Design uart_cmd_frame_tx, sky130hd; sources not shown.
run_1/closeup.png
Bar = 10 um. Window x 20 to 45, y 7 to 32 um. Cells in gray, sequential cells in the stronger gray; small squares are vias.
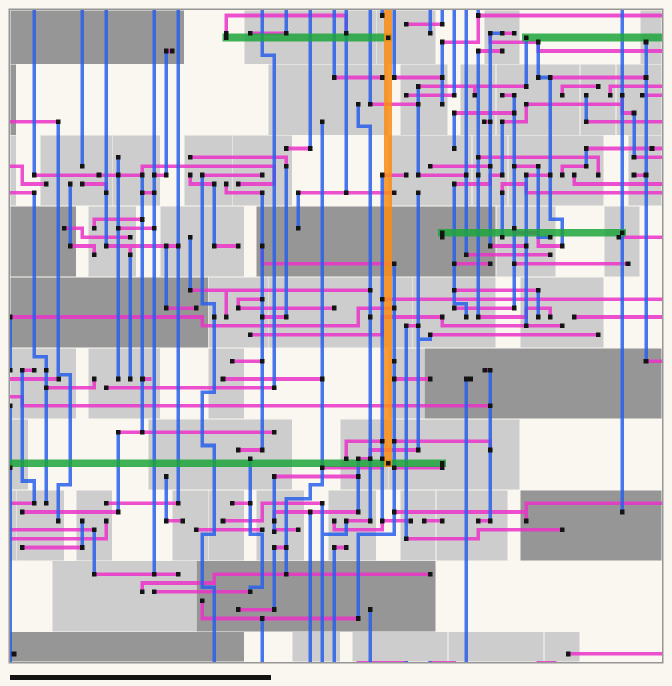
legend:
  green:
    layer: M3
  blue:
    layer: M2
  magenta:
    layer: M1
  orange:
    layer: M4
most frequent: inv_1 (6)
sequential cells in the window: 6
cells with their middle in the window: 46

run_1/route_heat.png
The die is cut into 13 by 13 equal tiles; black is low, pale yellow is high, scaled to the fullest tile. Values are wire area over tile area, all layers added.
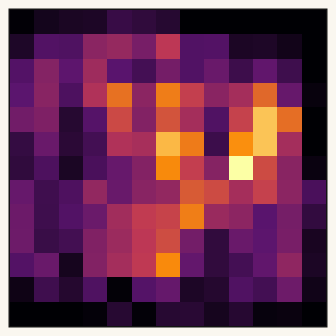
nearly empty tiles: 11%
tiles over half the peak: 15%
densest ninth of the die: center
wire length reported by the detailed router: 4130 um
Total GRT Usage: 22.5%

run_1/placed.png
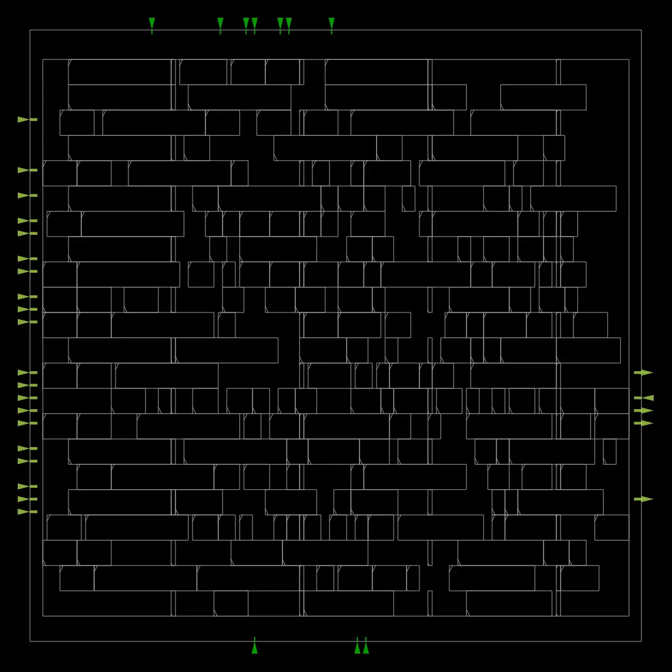
core occupancy in the finished layout: 70.5%
number of sequential storage elements: 44
number of cells in the finished layout apart from fillers: 262
Layout fillers: 261

==> deck_impl_summary.md <==
Run Summary

STA
  • Final worst-path setup slack: 0.166 ns
  • Total setup violations reported at the end of the flow: 0
  • Transition time at the pin with the least slew margin: 0.602 ns
  • Clock period minus worst slack: 2.43 ns
  • Share of the clock period used by the worst path after layout: 93.6%
  • Headroom to the max-slew limit: 59.8%
  • RSZ-0062 raised after global routing: yes
  • Setup TNS after final layout: 0 ns
  • Max-slew violation count: 0
  • Maximum achievable frequency: 411 MHz

Power
  • Areal power density over the cells: 450 nW/um^2
  • Worst ir drop on vdd: 0.417 mV
  • Overall power consumption: 1200 uW
  • Leakage power total: 0.00104 uW

Routing
  • Number of optimization iterations in the first detailed-route pass: 5
  • Vias after detailed routing: 1489
  • Vias per std cell: 5.68
  • Detailed Route Iter0 Violations: 70
  • Remaining design rule violation count: 0
  • Average wire per standard cell: 15.7 um
  • Final ANT Viol Nets: 0

Yosys
  • Complex-gate fraction of the synthesized area: 14.2%
  • Cells taking the most area after synthesis: edfxtp_1 (40%), dfrtp_1 (18%), ha_1 (4.7%)
  • Yosys Instances: 172
  • Adder-Cell Fraction of Synth Area: 4.74%
  • Post-synth design cell area: 2110 sq um
  • Most used DFF post-synth: edfxtp_1
  • Synth warn: 0
  • Simple Share, Synth: 11.4%
  • Area fraction in mux cells: 1.90%
  • Number of enable flip-flop cells: 28
  • Share of synthesized area occupied by flip-flops and latches: 58.8%
  • Seq cells post-synth: 44
  • Chip area in the Yosys report: 2110 sq um
  • Area leader share: 39.8%
  • Fraction of synthesized cell area in xor and xnor cells: 4.80%
  • Synth area leader: edfxtp_1
  • List of most frequent post-synthesis cells: edfxtp_1 (28), dfrtp_1 (15), a21oi_1 (14)
  • Async set-or-reset flop fraction in the synthesized netlist: 36.4%
  • Post-synthesis area per instance: 12.3 sq um

Critical path
  • Critical path startpoint category: flip-flop
  • Largest fanout on the critical path: 5
  • Setup CP Type: reg2reg
  • Number of cells on the critical path: 10
  • Max stage delay on crit path: 0.36 ns
  • Crit path max-delay cell type: dfrtp_1
  • Kind of end point of the critical path: flip-flop
  • Worst path buffer plus inverter count: 0
  • Required time of the worst setup path: 2.62 ns
  • Arr. time, crit path: 2.45 ns
  • Cells traversed along the worst timing path: ha_2, and3_4, ha_4, nand3b_1, a21oi_4, o211a_4, mux2i_1, o22ai_1, nor4_2, o21ai_1
  • Setup slack, reg-to-reg: 0.17 ns
  • CP top delay family: AND-OR/OR-AND gates

Placed design
  • Place WS: -0.0677 ns
  • Post-DP Area: 2480 sq um
  • Port Buffer Count: 34
  • Number of cells in the design after placement: 249
  • Detailed Place HPWL: 2980 um

GRT
  • Antenna violations before repair: 0
  • Largest net degree at the start of global routing: 29
  • First-pass GRT wire length: 7020 um
  • Vias in the first global route: 1563

Floorplanning
  • Die Footprint: 4320 sq um
  • Number of primary I/O pins: 35
  • Floorplan-stage core utilization: 56.0%
  • Die H: 65.7 um
  • Width of the chip: 65.7 um
  • Area of the placeable core: 3770 sq um
  • Number of core rows: 22

CTS
  • Sink count of the clock tree: 44
  • Clock slew at reported path FFs: 0.07 ns
  • Latest clock arrival within the worst-skew pair: 0.30 ns
  • Inserted Clock Buffers: 5
  • CTS max path bufs: 2
  • Clock Root Buffer: clkbuf_8
  • H-tree Lvls: 2
  • CTS tree: built

Worst hold path
  • Type of the most critical hold path: in2async

Finish
  • Layout cell share with drive strength beyond 1: 12.6%
  • Post-layout instance area: 2660 sq um
  • Area Overhead vs Synth: 25.9%

Flow run
  • Number of max-cap violations: 0
  • OpenROAD warnings: 31

Status
  • Status: completed
run 1: logic make-up after synthesis:
kind of cell	after synthesis
compound gates	46
flops	44
simple gates	42
buf+inv	18
xor+xnor	10
fa+ha+maj	8
mux	4
run 1: area by class of cell:
type	count	area (sq um)	area share, %
sequential	44	1240	46.8
multi-input combinational	110	845	31.8
timing repair buffer	40	385	14.5
clock buffer	7	76.3	2.87
tap	48	60.1	2.26
inverter	12	45.0	1.69
clock inverter	1	3.75	0.141
run 1: report_power, final:
| part | internal, uW | total, uW | switching (uW) | leakage (uW) |
|---|---|---|---|---|
| logic | 38.9 | 49.6 | 10.7 | 0.000552 |
| clock network | 187 | 403 | 216 | 0.0000399 |
| registers | 744 | 744 | 0 | 0.000446 |
run 1: layout by cell type (no fill, tap or decap), types with 2 or more instances in the layout:
cell type        Yosys  routed
nand4_1              3       3
nor3_1               2       2
xor2_1               3       3
xnor2_1              6       6
ha_2                 0       4
o21ai_1              2       3
clkbuf_1             3       2
nand3_1              3       3
buf_4                0       6
nor2_1               5       5
clkbuf_8             1       5
and3_1               3       2
a21oi_1             14      14
nand3b_1             2       2
nand2_1             13      13
mux2i_1              4       4
inv_1               12      11
edfxtp_1            28      28
a31oi_1              5       4
ha_1                 8       2
dfrtp_1             15      14
ha_4                 0       2
nor2b_1              2       2
clkdlybuf4s50_1      0      34
a22oi_1             10      10
nand2b_1             2       2
o21ai_0              3       2
run 1: what timing repair did:
action / CTS / global route
resized: 10 / 5
buffers inserted: 5 / 0
hold endpoints to repair: 0 / 0
endpoints found under the setup margin: 1 / 1
gates cloned: 0 / 0
pin swaps: 7 / 3
run 1: metal layers:
layer	vias up	routed length [um]	global-route usage (%)
li1	715	-	-
met2	49	2130	38.9
met4	0	94	10.1
met5	-	0	0
met3	9	192	5.73
met1	716	1710	25.9
Power figures rest on the tool's default switching activity, not on a simulated workload.
